[src/rtl/cmd_bridge.sv]
// Byte-stream command bridge: parses header/length frames into word writes and reads.
// Optional inter-byte timeout enabled by defining CMD_BRIDGE_TIMEOUT_EN.
module cmd_bridge #(
    parameter int DATA_BYTES  = 4,
    parameter int TIMEOUT_CYC = 1000000
) (
    input  logic                    clk,
    input  logic                    rst,
    input  logic [7:0]              rxData,
    input  logic                    rxValid,
    output logic [7:0]              txData,
    output logic                    txSend,
    input  logic                    txBusy,
    output logic                    we,
    output logic                    re,
    output logic [6:0]              addr,
    input  logic [8*DATA_BYTES-1:0] rdat,
    output logic [8*DATA_BYTES-1:0] wdat,
    output logic                    rxack,
    output logic                    err
);

    localparam int W = 8 * DATA_BYTES;

    typedef enum logic [2:0] {
        S_IDLE,
        S_LEN,
        S_WDATA,
        S_WRITE,
        S_RREQ,
        S_RCAP,
        S_TX
    } state_t;

    state_t         state_q, state_d;
    logic           rw_q, rw_d;
    logic [6:0]     addr_q, addr_d;
    logic [7:0]     words_q, words_d;
    logic [2:0]     cnt_q, cnt_d;
    logic [W-1:0]   wsh_q, wsh_d;
    logic [W-1:0]   wdat_q, wdat_d;
    logic [W-1:0]   rsh_q, rsh_d;
    logic [7:0]     txData_q, txData_d;
    logic           txSend_q, txSend_d;
    logic           rxack_q, rxack_d;
    logic           err_q, err_d;

    logic accept;
    logic last_byte;
    logic last_word;
    logic tx_go;
    logic waiting;
    logic timeout;

    assign accept    = rxValid && (state_q == S_IDLE || state_q == S_LEN
                                   || state_q == S_WDATA);
    assign last_byte = (cnt_q == 3'(DATA_BYTES - 1));
    assign last_word = (words_q == 8'd0);
    assign tx_go     = (state_q == S_TX) && !txBusy && !txSend_q;
    assign waiting   = (state_q == S_LEN) || (state_q == S_WDATA);

`ifdef CMD_BRIDGE_TIMEOUT_EN
    localparam int TW = (TIMEOUT_CYC > 1) ? $clog2(TIMEOUT_CYC + 1) : 1;

    logic [TW-1:0] to_q, to_d;

    assign timeout = waiting && !rxValid && (to_q == TW'(TIMEOUT_CYC - 1));

    // Idle-cycle counter, cleared by any accepted byte or when not waiting
    always_comb begin
        to_d = to_q + TW'(1);
        if (accept || !waiting || timeout) begin
            to_d = '0;
        end
    end

    // Timeout counter register
    always_ff @(posedge clk) begin
        if (rst) begin
            to_q <= '0;
        end else begin
            to_q <= to_d;
        end
    end
`else
    assign timeout = 1'b0;
`endif

    // State register
    always_ff @(posedge clk) begin
        if (rst) begin
            state_q <= S_IDLE;
        end else begin
            state_q <= state_d;
        end
    end

    // Next-state logic
    always_comb begin
        state_d = state_q;
        unique case (state_q)
            S_IDLE: begin
                if (accept) state_d = S_LEN;
            end
            S_LEN: begin
                if (timeout)     state_d = S_IDLE;
                else if (accept) state_d = rw_q ? S_RREQ : S_WDATA;
            end
            S_WDATA: begin
                if (timeout)                  state_d = S_IDLE;
                else if (accept && last_byte) state_d = S_WRITE;
            end
            S_WRITE: begin
                state_d = last_word ? S_IDLE : S_WDATA;
            end
            S_RREQ: begin
                state_d = S_RCAP;
            end
            S_RCAP: begin
                state_d = S_TX;
            end
            S_TX: begin
                if (tx_go && last_byte) begin
                    state_d = last_word ? S_IDLE : S_RREQ;
                end
            end
            default: state_d = S_IDLE;
        endcase
    end

    // Memory strobes decoded straight from the state
    always_comb begin
        we = (state_q == S_WRITE);
        re = (state_q == S_RREQ);
    end

    // Datapath next-state: address, counters, shift registers, pulses
    always_comb begin
        rw_d     = rw_q;
        addr_d   = addr_q;
        words_d  = words_q;
        cnt_d    = cnt_q;
        wsh_d    = wsh_q;
        wdat_d   = wdat_q;
        rsh_d    = rsh_q;
        txData_d = txData_q;
        txSend_d = 1'b0;
        rxack_d  = accept;
        err_d    = timeout;
        unique case (state_q)
            S_IDLE: begin
                if (accept) begin
                    rw_d   = rxData[7];
                    addr_d = rxData[6:0];
                    cnt_d  = 3'd0;
                end
            end
            S_LEN: begin
                if (accept) begin
                    words_d = rxData;
                    cnt_d   = 3'd0;
                end
            end
            S_WDATA: begin
                if (timeout) begin
                    cnt_d = 3'd0;
                end else if (accept) begin
                    wsh_d = (wsh_q << 8) | W'(rxData);
                    if (last_byte) begin
                        wdat_d = wsh_d;
                        cnt_d  = 3'd0;
                    end else begin
                        cnt_d = cnt_q + 3'd1;
                    end
                end
            end
            S_WRITE: begin
                addr_d = addr_q + 7'd1;
                if (!last_word) words_d = words_q - 8'd1;
            end
            S_RREQ: begin
                cnt_d = 3'd0;
            end
            S_RCAP: begin
                rsh_d = rdat;
                cnt_d = 3'd0;
            end
            S_TX: begin
                if (tx_go) begin
                    txSend_d = 1'b1;
                    txData_d = rsh_q[W-1 -: 8];
                    rsh_d    = rsh_q << 8;
                    if (last_byte) begin
                        cnt_d  = 3'd0;
                        addr_d = addr_q + 7'd1;
                        if (!last_word) words_d = words_q - 8'd1;
                    end else begin
                        cnt_d = cnt_q + 3'd1;
                    end
                end
            end
            default: ;
        endcase
    end

    // Datapath registers
    always_ff @(posedge clk) begin
        if (rst) begin
            rw_q     <= 1'b0;
            addr_q   <= '0;
            words_q  <= '0;
            cnt_q    <= '0;
            wsh_q    <= '0;
            wdat_q   <= '0;
            rsh_q    <= '0;
            txData_q <= '0;
            txSend_q <= 1'b0;
            rxack_q  <= 1'b0;
            err_q    <= 1'b0;
        end else begin
            rw_q     <= rw_d;
            addr_q   <= addr_d;
            words_q  <= words_d;
            cnt_q    <= cnt_d;
            wsh_q    <= wsh_d;
            wdat_q   <= wdat_d;
            rsh_q    <= rsh_d;
            txData_q <= txData_d;
            txSend_q <= txSend_d;
            rxack_q  <= rxack_d;
            err_q    <= err_d;
        end
    end

    assign addr   = addr_q;
    assign wdat   = wdat_q;
    assign txData = txData_q;
    assign txSend = txSend_q;
    assign rxack  = rxack_q;
    assign err    = err_q;

endmodule

[config.mk]
export PLATFORM = sky130hd
export DESIGN_NAME = cmd_bridge
export DESIGN_NICKNAME = d
export VERILOG_FILES = /design/src/rtl/cmd_bridge.sv
export SDC_FILE = /design/constraint.sdc
export NUM_CORES = 1
export LEC_CHECK = 0
export ABC_AREA = 1
export CORE_ASPECT_RATIO = 1.1
export CORE_MARGIN = 8
export CORE_UTILIZATION = 50
export DETAILED_ROUTE_END_ITERATION = 8
export PLACE_DENSITY = 0.82
export SYNTH_ARGS = -nofsm -noshare
export SYNTH_HDL_FRONTEND = slang
export SYNTH_SLANG_ARGS = --single-unit
export TNS_END_PERCENT = 10
[constraint.sdc]
create_clock -name clk -period 2 [get_ports clk]
set_input_delay 0.4 -clock clk [delete_from_list [all_inputs] [get_ports clk]]
set_output_delay 0.4 -clock clk [all_outputs]
set_load 0.1 [all_outputs]
wires.png
Scale bar: 20 µm.
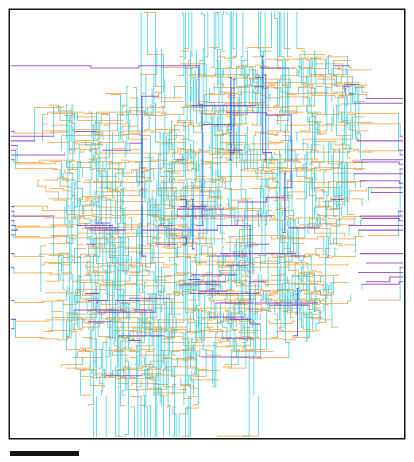
Key: purple = metal 3 [wire length 913 µm]; blue = metal 4 [wire length 285 µm]; cyan = metal 2 [wire length 7230 µm]; orange = metal 1 [wire length 5630 µm]

==> Changelog: implementation <==
## Flow update

- Clock transition at path regs: 0.06 ns
- Cell Chain, Critical Path: buf_4, nor3_2, buf_12
- Area reported by Yosys stat: 5290 µm²
- Buffer levels on the longest clock path: 2
- Met2 demand-to-capacity share in global routing: 0.353
- Wire length on met3: 913 µm
- Setup slack at placement: -0.0133 ns
- Layout net count: 851
- Post-synth regs: 120
- Power density over the cells: 1050 nW/µm²
- # hold bufs at CTS: 0
- Via count of the first global-routing pass: 4925
- Hold Crit Endpoint: wdat[5]
- Dpl cell area: 6280 µm²
- Hold-critical path depth: 2
- Simple-Gate Area Share: 0.310
- Overflow left after global routing: 0
- Area overhead of the layout relative to synthesis: 31.3%
- Internal power of the cells: 5.20 mW
- Portion of the clock cycle consumed by the worst path in the final layout: 0.948
- Largest family of logic cells by area: simple AND/OR/NAND/NOR gates
- Die span in y: 124 µm
- Synthesized cell area: 5290 µm²
- Top sig layer: met4
- Detail Placement HPWL: 9.63 mm
- Switching part of the total power: 0.291
- Non-Filler Instances: 959
- Most instantiated logic cell after routing: nand2_1
- Largest fanout on the critical path: 7
- Startpoint of the worst-slack reg-to-reg timing path: state_q[1]
- Number of diodes added for antenna fixing: 0
- Synth Area in Compound Gates: 0.147
- Per-instance average area after synthesis: 7.36 µm²
- Placed Cells: 927
- Yosys Instances: 719
- Number of flops mapped to enable cells by yosys: 0
- Yosys Warn Count: 0
- Sink Count: 120
- IO buf count: 94
- Number of buffer and inverter instances along the worst setup path: 2
- Clock latency of the later-clocked register in the worst-skew pair: 0.41 ns
- Top-Level Pins: 96
- Count of distinct cell types in the synthesized netlist: 35
- Total power after layout: 7.33 mW
- Final estimated routing congestion in global placement: 0.902
- Die ar.: 14100 µm²
- Number of maximum-capacitance constraint violations: 0
- CTS Buf Count: 17
- Relative slew margins: 0.550
- Routed wire per std cell: 14.7 µm
- Wl on met1: 5.63 mm
- Clock network fraction of design power: 0.467
- Run status: finished, final reports clean
- Post-synthesis async set-or-reset flop share: 0
- Largest vdd supply drop: 578 µV
- GR Util met3: 0.0461
- H-tree depth: 4
- Final number of setup-violating endpoints: 0
- GRT Util Overall: 0.198
- Most used routing layer: met2
- Slowest stage delay, CP: 0.36 ns
- Leakage power of the design: 3.14 nW
- Clock root buffer: clkbuf_16
- Largest net degree at the start of global routing: 46
- Count of tool warnings: 28
- Top flip-flop cell by instance count after synthesis: dfxtp_1
- Arr. time, crit path: 1.50 ns
- Maximum operating frequency: 0.527 GHz
- Post-detailed-route DRC marker count: 0
- Placement row count: 39
- XOR/XNOR Area Share: 0.00331
- Combinational group share of total power: 0.168
- First-pass GRT wire length: 22.7 mm
- Clock tree skew after final layout: 0.00726 ns
- CP top delay family: buffers and inverters
- Worst Setup End Kind: primary output
- Horizontal die dimension: 114 µm
- Fraction of final layout cells with drive strength greater than 1: 0.152
- Number of nets produced by synthesis: 767
- Most frequent cells in the layout: nand2_1, dfxtp_1, nor2_1, nand3_1, buf_4
- Kind of critical path: reg2out
- Antenna violations before repair: 0
- Routed length on met2: 7.23 mm
- Final core utilization: 0.672
- Switching component of the power: 2.14 mW
- Slack of the worst reg-to-reg path: 0.22 ns
- Worst r2r dst: words_q[5]
- Setup repair after global routing missed its margin: false
- Logic depth of the worst setup path including buffers: 3
- Post-synthesis instance total: 719
- Aggregate negative setup slack: 0 ns
- Worst-path cell with the longest stage delay: dfxtp_2
- Fin Hold WS: 0.465 ns
- Worst min-delay path startpoint: wdat[5]
- Final instance area: 6950 µm²
- Data required time at the worst endpoint: 1.60 ns
io_placement.png
Pins as bars across the die edge, other pins in gray.
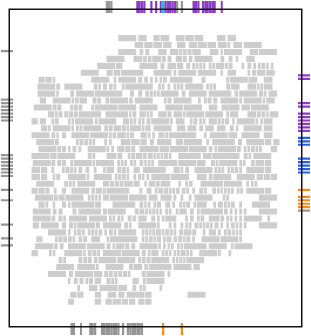
Key: blue = `txData` [pins 8, direction output, edge east]; purple = `rdat` [pins 32, direction input, edge 22 north, 10 east]; cyan = `rxack` [pins 1, direction output, edge north]; orange = `addr` [pins 7, direction output, edge 5 east, 2 south]

-- timing repair --
action                     in CTS  in global routing
setup endpoints to repair       2                  6
pin swaps                       0                  0
cloned                          0                  0
resized                         2                  1
setup buffers                   0                  0
-- synth_stat cells (2+ instances only) --
cell type | instances | area share
a21oi_1 | 53 | 0.050
buf_1 | 3 | 0.0021
buf_2 | 12 | 0.011
buf_4 | 6 | 0.0085
buf_6 | 7 | 0.015
clkbuf_1 | 16 | 0.011
dfxtp_1 | 120 | 0.45
ha_1 | 4 | 0.0095
inv_1 | 31 | 0.022
inv_2 | 3 | 0.0021
nand2_1 | 161 | 0.11
nand2_2 | 3 | 0.0035
nand2_4 | 2 | 0.0043
nand3_1 | 87 | 0.082
nand3_2 | 4 | 0.0076
nand4_1 | 4 | 0.0047
nor2_1 | 115 | 0.082
nor2_2 | 2 | 0.0024
nor2_4 | 2 | 0.0043
nor3_1 | 2 | 0.0019
o211a_1 | 24 | 0.045
o21ai_0 | 45 | 0.043
-- power by group through the flow --
stage / registers, mW / clock network [mW] / logic (mW)
after detailed placement: 2.72 / 0 / 1.21
after CTS: 2.67 / 3.44 / 1.23
after global placement: 2.71 / 0 / 1.19
after global routing: 2.69 / 3.55 / 1.36
final: 2.67 / 3.42 / 1.23
after floorplan: 2.89 / 0 / 0.666
-- layout make-up --
| cell class | instances | area [µm²] | area share |
|---|---|---|---|
| well taps | 143 | 179 | 0.0257 |
| clock inverters | 15 | 238 | 0.0342 |
| inverters | 35 | 136 | 0.0196 |
| flip-flops and latches | 120 | 2410 | 0.346 |
| repair buffers | 110 | 1060 | 0.152 |
| multi-input cells | 519 | 2510 | 0.361 |
| clock buffers | 17 | 425 | 0.0612 |
No activity file was given, so power comes from the tool's default toggle rates.
